$ cat config.mk
export PLATFORM = sky130hd
export DESIGN_NAME = mux_scan
export DESIGN_NICKNAME = d
export VERILOG_FILES = /design/src/rtl/mux_scan.sv
export SDC_FILE = /design/constraint.sdc
export NUM_CORES = 1
export LEC_CHECK = 0
export ABC_CLOCK_PERIOD_IN_PS = 2700
export CAP_MARGIN = 15
export CORE_AREA = 2 2 53 55
export DETAILED_ROUTE_END_ITERATION = 6
export DIE_AREA = 0 0 55 57
export PLACE_DENSITY = 0.76
export SYNTH_ARGS = -nofsm -noshare
export SYNTH_HDL_FRONTEND = slang
export SYNTH_SLANG_ARGS = --single-unit
$ cat constraint.sdc
create_clock -name clk -period 2.7 [get_ports clk]
set_clock_uncertainty 0.2 [all_clocks]
set_input_delay 0.27 -clock clk [delete_from_list [all_inputs] [get_ports clk]]
set_output_delay 0.27 -clock clk [all_outputs]
set_load 0.01 [all_outputs]
$ cat src/rtl/mux_scan.sv
`default_nettype none
// ============================================================================
// Module      : mux_scan
// Description : Registered N-channel multiplexer with DIRECT (SEL-driven) and
//               SCAN (auto-cycling pointer, programmable dwell) modes.
// Revision    : 1.0 - initial release
// ============================================================================
module mux_scan #(
    parameter int N_CH    = 8,
    parameter int W       = 1,
    parameter int SEL_W   = 3,
    parameter int DWELL_W = 8
) (
    input  logic                clk,
    input  logic                rst_n,
    input  logic [N_CH*W-1:0]   X,
    input  logic [SEL_W-1:0]    SEL,
    input  logic                MODE,
    input  logic [DWELL_W-1:0]  DWELL,
    input  logic                EN,
    output logic [W-1:0]        Y,
    output logic [SEL_W-1:0]    Y_CH,
    output logic                Y_VALID
);

    typedef enum logic [1:0] {
        ST_IDLE   = 2'd0,
        ST_DIRECT = 2'd1,
        ST_SCAN   = 2'd2
    } state_t;

    // One extra bit so N_CH itself is representable when N_CH == 2**SEL_W.
    localparam logic [SEL_W:0]   C_N_CH_EXT = (SEL_W+1)'(N_CH);
    localparam logic [SEL_W-1:0] C_LAST_CH  = SEL_W'(N_CH - 1);

    state_t                r_state;
    state_t                w_state_nxt;

    logic [SEL_W-1:0]      r_ptr;
    logic [DWELL_W-1:0]    r_cnt;
    logic [W-1:0]          r_y;
    logic [SEL_W-1:0]      r_y_ch;
    logic                  r_y_valid;

    logic [SEL_W-1:0]      w_ptr_nxt;
    logic [DWELL_W-1:0]    w_cnt_nxt;
    logic [W-1:0]          w_y_nxt;
    logic [SEL_W-1:0]      w_y_ch_nxt;
    logic                  w_y_valid_nxt;

    logic [W-1:0]          w_ch [N_CH];
    logic [W-1:0]          w_sel_data;
    logic [W-1:0]          w_ptr_data;
    logic                  w_sel_ok;
    logic                  w_dwell_done;

    genvar k;
    generate
        for (k = 0; k < N_CH; k++) begin : g_unpack
            assign w_ch[k] = X[k*W +: W];
        end
    endgenerate

    // Explicit compare-and-pick keeps out-of-range selects from indexing the array.
    always_comb begin
        w_sel_data = '0;
        w_ptr_data = '0;
        for (int i = 0; i < N_CH; i++) begin
            if (SEL == SEL_W'(i)) begin
                w_sel_data = w_ch[i];
            end
            if (r_ptr == SEL_W'(i)) begin
                w_ptr_data = w_ch[i];
            end
        end
    end

    assign w_sel_ok     = ({1'b0, SEL} < C_N_CH_EXT);
    assign w_dwell_done = (r_cnt >= DWELL);

    always_ff @(posedge clk) begin
        if (!rst_n) begin
            r_state <= ST_IDLE;
        end else begin
            r_state <= w_state_nxt;
        end
    end

    always_comb begin
        w_state_nxt   = r_state;
        w_ptr_nxt     = r_ptr;
        w_cnt_nxt     = r_cnt;
        w_y_nxt       = r_y;
        w_y_ch_nxt    = r_y_ch;
        w_y_valid_nxt = 1'b0;

        if (!EN) begin
            w_state_nxt = ST_IDLE;
        end else if (MODE) begin
            w_state_nxt = ST_SCAN;
        end else begin
            w_state_nxt = ST_DIRECT;
        end

        case (w_state_nxt)
            ST_DIRECT: begin
                if (w_sel_ok) begin
                    w_y_nxt       = w_sel_data;
                    w_y_ch_nxt    = SEL;
                    w_y_valid_nxt = 1'b1;
                end else begin
                    w_y_nxt       = '0;
                end
            end
            ST_SCAN: begin
                if (r_state != ST_SCAN) begin
                    // Entry edge: restart from channel 0 without sampling.
                    w_ptr_nxt = '0;
                    w_cnt_nxt = '0;
                end else if (w_dwell_done) begin
                    w_y_nxt       = w_ptr_data;
                    w_y_ch_nxt    = r_ptr;
                    w_y_valid_nxt = 1'b1;
                    w_cnt_nxt     = '0;
                    w_ptr_nxt     = (r_ptr == C_LAST_CH) ? '0 : r_ptr + SEL_W'(1);
                end else begin
                    w_cnt_nxt = r_cnt + DWELL_W'(1);
                end
            end
            default: begin
            end
        endcase
    end

    always_ff @(posedge clk) begin
        if (!rst_n) begin
            r_ptr     <= '0;
            r_cnt     <= '0;
            r_y       <= '0;
            r_y_ch    <= '0;
            r_y_valid <= 1'b0;
        end else begin
            r_ptr     <= w_ptr_nxt;
            r_cnt     <= w_cnt_nxt;
            r_y       <= w_y_nxt;
            r_y_ch    <= w_y_ch_nxt;
            r_y_valid <= w_y_valid_nxt;
        end
    end

    assign Y       = r_y;
    assign Y_CH    = r_y_ch;
    assign Y_VALID = r_y_valid;

endmodule
`default_nettype wire

**Where the registers sit**

Other sequential cells in the stronger gray, the rest of the logic in the fainter gray.
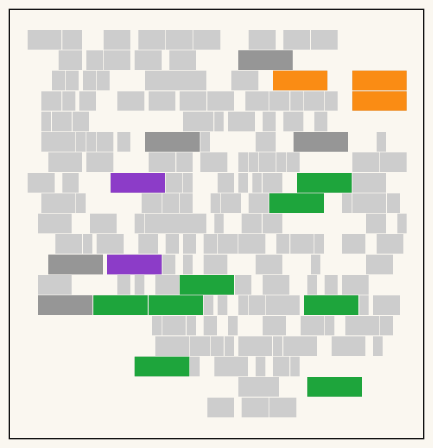
Y_CH -> orange  # sequential cells 3
r_state -> purple  # sequential cells 2
r_cnt -> green  # sequential cells 8
Seq area share: 23.19%
sequential power: 275 uW
sequential standard cell area: 360.3 um2

**Ports around the boundary**

Pins as bars across the die edge, other pins in gray.
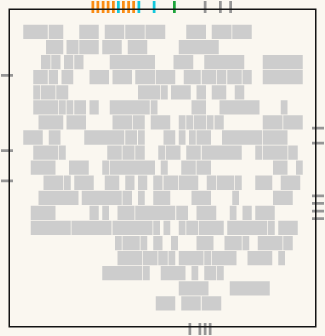
SEL -> cyan  # pins 3, direction input, edge top
X -> orange  # pins 8, direction input, edge top
MODE -> green  # pins 1, direction input, edge top
all pins by edge = 15 top, 6 right, 4 bottom, 3 left
number of I/O port buffers: 27
Die Wd: 55 um

==> changes_impl.md <==
### Physical design

* Yosys reg bits at 18
* Layout area overhead at 28.17%
* Setup-failing EPs final at 0
* Hold depth at 2
* Psw at 132.8 uW
* Synth Seq Share at 29.72%
* Critical path origin: r_cnt[0]
* F_max at 425.7 MHz
* N_diodes at 0
* Top class by area: multi-input combinational cells
* Reg2reg setup slack at 350 ps
* Tot Pwr at 517.8 uW
* Max Cap Viol at 0
* Unique cell types at 36
* Io pins at 28
* Layout cells sized above 1 at 5.233%
* Top reg by flops: r_cnt
* EDFF count, synth at 0
* Inst Count DP at 200
* DRC viols at 0
* H-tree levels at 1
* Clk pin slew, worst setup/hold paths at 100 ps
* Power density cells at 333.2 nW/um2
* VDD IR max at 0.2185 mV
* Cycle use final at 87.00%
* Crit Reg-Reg Endpoint: r_cnt[0]
* Post-Syn Instances at 141
* Post-Synth Simple-Gate Area at 16.92%
* Fill cells at 247
* Dominant cell area share at 29.72%
* Iter 0 DRT Violations at 15
* Tool warnings at 30
* Synth mux share at 7.946%
* Clk_lat worst skew at 300 ps
* Tmin final at 2349 ps
* Switching Share at 25.65%
* Status: finished, final reports clean
**Metal layers overlaid**

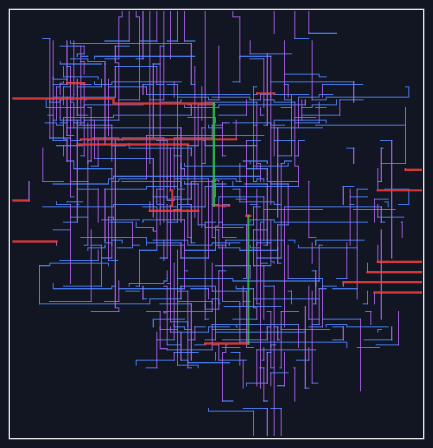
M4 -> green  # wire length 30.6 um
M1 -> blue  # wire length 1260 um
M3 -> red  # wire length 129 um
M2 -> purple  # wire length 1400 um
Wirelength per Cell: 13.86 um
gr usage total: 20.20%
Via Count: 1104

==> routing by layer <==
metal / GRT usage [%] / up-vias / share of wire, %
li1: - / 569 / -
met1: 27.44 / 506 / 45
met2: 31.46 / 25 / 50
met3: 4.188 / 4 / 4.6
met4: 6.969 / 0 / 1.1
met5: 0 / - / 0
==> Yosys cell counts (all sizes together) (2+ instances only) <==
master and n:
nor2b 2, o211a 2, nor2 11, dfxtp 18
o21ai 6, o21a 3, a31oi 3, xor2 4
ha 15, mux2i 4, a2111oi 2, a32o 2
and2 2, nand3b 3, a21oi 11, xnor2 2
nand3 5, a211oi 3, mux4 2, nand2b 3
nand2 11, inv 15
==> worst reg2reg max path: stages (launching register included) <==
cell	delay, ps
dfxtp_1	390
inv_1	80
ha_1	270
nand2b_1	150
a2111oi_2	540
o211a_1	320
o21ai_1	180
nor2_1	160
==> per-stage QoR <==
| step | cell area (um2) | hold slack (ps) | utilization [%] |
|---|---|---|---|
| 6_report | 1554 | 317.8 | 59.43 |
| 5_1_grt | 1554 | 347.6 | 59.43 |
| 4_1_cts | 1554 | 318.6 | 59.43 |
| 3_5_place_dp | 1531 | 304.8 | 58.56 |
| 3_3_place_gp | 1531 | 300.9 | 58.56 |
| 2_1_floorplan | 1212 | 212.9 | - |
==> worst min-delay path by stage <==
stage / end / slack (ps) / from
2_1_floorplan: Y_VALID / 210 / EN
3_3_place_gp: r_cnt[1] / 300 / r_cnt[1]
3_5_place_dp: r_cnt[1] / 300 / r_cnt[1]
4_1_cts: r_cnt[1] / 320 / r_cnt[1]
5_1_grt: Y_CH[2] / 350 / Y_CH[2]
6_report: r_cnt[1] / 320 / r_cnt[1]
Power figures rest on the tool's default switching activity, not on a simulated workload.
